**Run 1: drive-strength map**

Scale: 2 px per um.
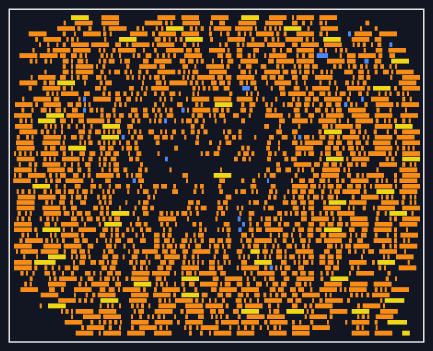
**Run 1: routing congestion map**

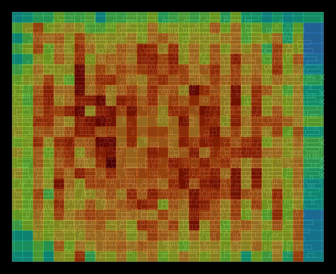
**Run 1: M2 wires**

Scale: 2 px per um.
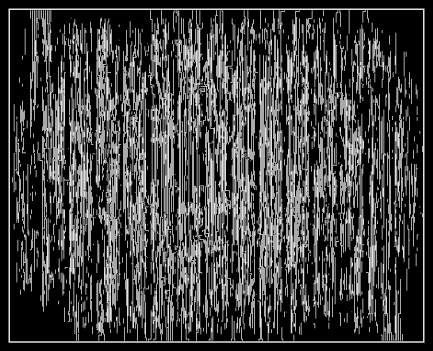
==> config.mk <==
export PLATFORM = sky130hd
export DESIGN_NAME = rs_syndrome
export DESIGN_NICKNAME = d
export VERILOG_FILES = /design/src/rtl/rs_pkg.sv /design/src/rtl/gf2m8_multi.sv /design/src/rtl/rs_synd_lane.sv /design/src/rtl/rs_syndrome.sv
export SDC_FILE = /design/constraint.sdc
export NUM_CORES = 1
export LEC_CHECK = 0
export CELL_PAD_IN_SITES_DETAIL_PLACEMENT = 1
export CELL_PAD_IN_SITES_GLOBAL_PLACEMENT = 1
export CORE_ASPECT_RATIO = 0.8
export CORE_UTILIZATION = 45
export CTS_CLUSTER_SIZE = 8
export DETAILED_ROUTE_END_ITERATION = 8
export DONT_BUFFER_PORTS = 1
export GPL_TIMING_DRIVEN = 0
export PLACE_DENSITY_LB_ADDON = 0.3
export SYNTH_ARGS = -nofsm -noshare
export SYNTH_HDL_FRONTEND = slang
export SYNTH_SLANG_ARGS = --single-unit
==> constraint.sdc <==
create_clock -name clk -period 16.9 [get_ports clk]
set_input_delay 2.535 -clock clk [delete_from_list [all_inputs] [get_ports clk]]
set_output_delay 2.535 -clock clk [all_outputs]
set_load 0.02 [all_outputs]
==> results.txt <==
Synthesis and place-and-route results.

- The measured slew at the worst slew-check pin is 1400 ps.
- The xor-xnor portion of the synthesized cell area is 0.210.
- On the worst setup and hold paths after CTS, the clock-pin slew comes to ~50 ps.
- The synthesis log from Yosys contains 0 warnings.
- The proportion of cell area occupied by multi-input gates is 0.469.
- The depth of the worst hold-timing path is 2.
- The cell type with the largest total area is sky130_fd_sc_hd__dfrtp_1.
- Setup repair after global routing left no endpoint under its margin.
- Counting the clock-network buffers in the layout gives between 40 and 50.
- Yosys reports a chip area of approximately 0.015 mm^2.
- The finished cells cover 0.0167 mm^2.
- The share of the Yosys chip area taken by registers is 0.442.
- The worst min-delay path class is reg -> reg.
- In the synthesized netlist, the cells that appear most often are sky130_fd_sc_hd__nand2_1, sky130_fd_sc_hd__dfrtp_1, sky130_fd_sc_hd__xnor2_1.
- The final core area utilization is 0.511.
- For the worst setup path, the data arrival time is ~6400 ps.
- The aggregate negative setup slack is 0 ps.
- The overall die height is about 170 um.
- The fraction of the mapped netlist area in simple logic gates is 0.162.
- Entering global routing, the biggest net connects 115 pins.
- The chip width is 207 um.
- Per the synthesis report, the adder-cell share of the synthesized area is 0.00249.
- For the final database, setup skew stands at around 28 ps.
- STA lists the maximum fanout along the critical path as 10.
- The final reports fail on DRC.
- Listed in order, past its start point the critical path passes clkbuf_1, buf_1, clkbuf_1, nand2_1, o2bb2ai_1, o2111ai_1, nor2_1, nor4b_1, a31oi_1.
- Among the stages of the critical path, the cell type that occurs most often is sky130_fd_sc_hd__clkbuf_1.
- Counting the fill cells in the layout gives about 3800.
- The yosys cell count is 1736.
- The number of global-route vias before repair is around 14000.
- The insertion delay of the later-clocked pin in the worst-skew pair is approximately 540 ps.
- The hold-fix buffer count after cts is 0.
- The floorplan step records an initial core utilization of 0.461.
- The number of library cell types mapped by synthesis is ~58.
- The number of flip-flops and latches in the synthesized netlist is about 270.
- The TritonCTS clock tree is done.
- The number of nets handed over by synthesis was 1751.
- The worst pin sits at a relative slew slack of 0.0682.
- The complex-gate fraction of the synthesized area is 0.144.
- Endpoints failing hold in the final report were tallied at 0.
- The top logic cell family in the synthesized netlist is XOR/XNOR gates.
- Per the CTS log, the root buffer master is sky130_fd_sc_hd__clkbuf_16.
- For the worst flop-to-flop path, the logic depth is 11.
- Per the gpl log, the routability congestion estimate is slightly above 1.
- The post-CTS resize count is 0.
- The multi-input combinational cells in the finished layout cover a total of ~0.008 mm^2.
- Counting both buffers and inverters, the worst setup path holds a total of 3.
- Per STA, the highest per-stage delay on the worst path measures between 900 and 1000 ps.
- Dividing the detail-routed via count by the number of cells gives a little over 6.
- The first global-routing pass estimated approximately 92000 um of wire.
- The number of antenna diodes is 0.
- The total number of sequential cells is around 270.
- The gate count after technology mapping is about 1700.
- The routed length per instance is approximately 28 um.
- The number of clock sinks came to about 270.
- The area of the chip is ~0.034 mm^2.
- Per the post-place timing report, worst setup slack is 10590 ps.
- The H-tree depth is 2.
- The cell family with the largest share of critical-path delay is buffers and inverters.
- The share of Yosys cell area claimed by the top area cell type is 0.442.
- The core area is about 0.033 mm^2.
- The share of final layout cell area taken by clock buffers and inverters is 0.0640.
- The OpenROAD report gives the critical path a required time of between 15000 and 20000 ps.
- Tap insertion was completed with around 430 tapcells.
- According to the floorplan log, the row count is roughly 59.
- The worst setup path is launched from a primary input.
- Multi-input combinational cells in the finished layout were counted as around 1300.
- The global-route congestion overflow total is 0.
- The fraction of final layout cells with drive strength greater than 1 is 0.0371.
- The last timing report of the flow puts the setup violation total at 0.
- The final-stage net count is 1794.
- The pre-antenna-repair detailed-routing pass consisted of 7 iterations.
- The leakage power summed over all cells is around 7 nW.
- In this run the cell area of the synthesized design comes to between 0.015 and 0.02 mm^2.
- For this run the detailed placement stage logged an HPWL of between 40000 and 50000 um.
- The flow ran to the end, but the final reports show violations.
- During placement, the flow inserted port buffers numbering 0.
- Looking at the clock tree report, the maximum root-to-sink buffer count equals 3.
- The per-instance average area after synthesis is 8.68 um^2.
- The sequential cells in the finished layout cover a total of 0.00666 mm^2.
- The final layout report lists a non-clock inverter count of 10.
- STA classifies the critical path endpoint as a register.
- Across all hold checks on the routed design, the worst slack comes to roughly 500 ps.
- The number of buffers added for setup after CTS is 0.
- The number of remaining DRC errors is 7.
- Per the layout area report, the sequential fraction of cell area is 0.398.
- IR analysis of the VDD net gives a maximum drop of roughly 0.000094 V.
- The critical path class is in -> reg.
- Of the post-synthesis cell area, the part taken by muxes is 0.00274.
- The number of maximum-capacitance violations is 0.
- The highest clock rate this design can be run at is approximately 170 MHz.
- In this run the remaining antenna-violating nets after routing total 0.
- OpenROAD emitted warnings numbering 30.
- Counting pins that exceed their max-slew limit in the final report gives 0.
- The I/O pin count is between 100 and 150.
- Counting flops with a built-in enable in the synthesized netlist gives 0.
- The most used flip-flop cell after synthesis is sky130_fd_sc_hd__dfrtp_1.
- By area, the class that comes first in the final layout consists of multi-input combinational cells.
- The library cell with the highest instance count after synthesis is sky130_fd_sc_hd__nand2_1.
- The initial antenna violation count is 0.
- The power density over cell area is around 270 mW/mm^2.
- The final critical-path share of the clock period is 0.352.
- The worst reg-to-reg setup slack is between 10000 and 15000 ps.
- The detailed router finished its first iteration with roughly 1400 violations.
- The number of clock buffers added by TritonCTS is 39.
- The largest individual stage delay along the critical path comes from the cell sky130_fd_sc_hd__clkbuf_1.
- The placed cell area is approximately 0.016 mm^2.
- The async set or reset register ratio after synthesis is 1.00.
- Of all the cell area in the finished design, non-clock buffers hold 0.0341.
- The main area contributors are sky130_fd_sc_hd__dfrtp_1, sky130_fd_sc_hd__xnor2_1, sky130_fd_sc_hd__nand2_1.
- The time the worst path needs with I/O delays and setup is a little under 6000 ps.
- The number of cells on the critical path is 9.
Notes on 'drive-strength map' above:
x1 and smaller -> orange  # cells 1715, share 96%, most used nand2_1
x6 and larger -> yellow  # cells 46, share 2.6%, most used clkbuf_16
x2 -> blue  # cells 20, share 1.1%, most used buf_2
Signal buffers: 134
worst path setup slack after routing: 10940 ps
signed area change from the synthesized netlist to the final layout: 11.1%

Notes on 'routing congestion map' above:
overall routing resource usage: 0.369
global-route met2 utilization: 0.548
met3 Use GR: 0.0856

Notes on 'M2 wires' above:
longest straight run = 96.9 um
share of all routed wire = 44%
vias after detailed routing: 13500
wire length after detailed routing: 62400 um

[run 1: layer usage]
layer | vias up | track usage | routed length [um]
met3 | 140 | 0.0856 | 5830
met2 | 645 | 0.548 | 27200
met5 | - | 0 | 0
met4 | 0 | 0.140 | 2450
li1 | 5850 | - | -
met1 | 6892 | 0.518 | 26900
[run 1: cell families after synthesis]
| group | count (synthesis) |
|---|---|
| AND-OR/OR-AND | 398 |
| XOR/XNOR | 344 |
| adder cells (fa/ha/maj) | 3 |
| buffers and inverters | 142 |
| flip-flops | 266 |
| multiplexers | 4 |
| AND/OR/NAND/NOR | 579 |
[run 1: power by group]
| group | switching (mW) | internal [mW] |
|---|---|---|
| Combinational | 1.82 | 1.01 |
| Sequential | 0.199 | 0.800 |
| Clock | 0.276 | 0.442 |
[run 1: metrics by stage]
step | power [mW] | cells
after floorplan | 2.84 | 1736
after global placement | 3.61 | 2163
after detailed placement | 3.71 | 2165
after CTS | 4.46 | 2208
after global routing | 4.74 | 2208
final | 4.55 | 2208
[run 1: layout by cell type, fill, tap and decap left out, types with 20 or more instances in the layout]
master / n
sky130_fd_sc_hd__a21oi_1: 35
sky130_fd_sc_hd__a31oi_1: 20
sky130_fd_sc_hd__buf_1: 24
sky130_fd_sc_hd__clkbuf_1: 92
sky130_fd_sc_hd__clkbuf_16: 41
sky130_fd_sc_hd__dfrtp_1: 266
sky130_fd_sc_hd__nand2_1: 344
sky130_fd_sc_hd__nand4_1: 20
sky130_fd_sc_hd__nor2_1: 130
sky130_fd_sc_hd__o21ai_0: 156
sky130_fd_sc_hd__o21ai_1: 142
sky130_fd_sc_hd__xnor2_1: 243
sky130_fd_sc_hd__xor2_1: 90
Power figures rest on the tool's default switching activity, not on a simulated workload.
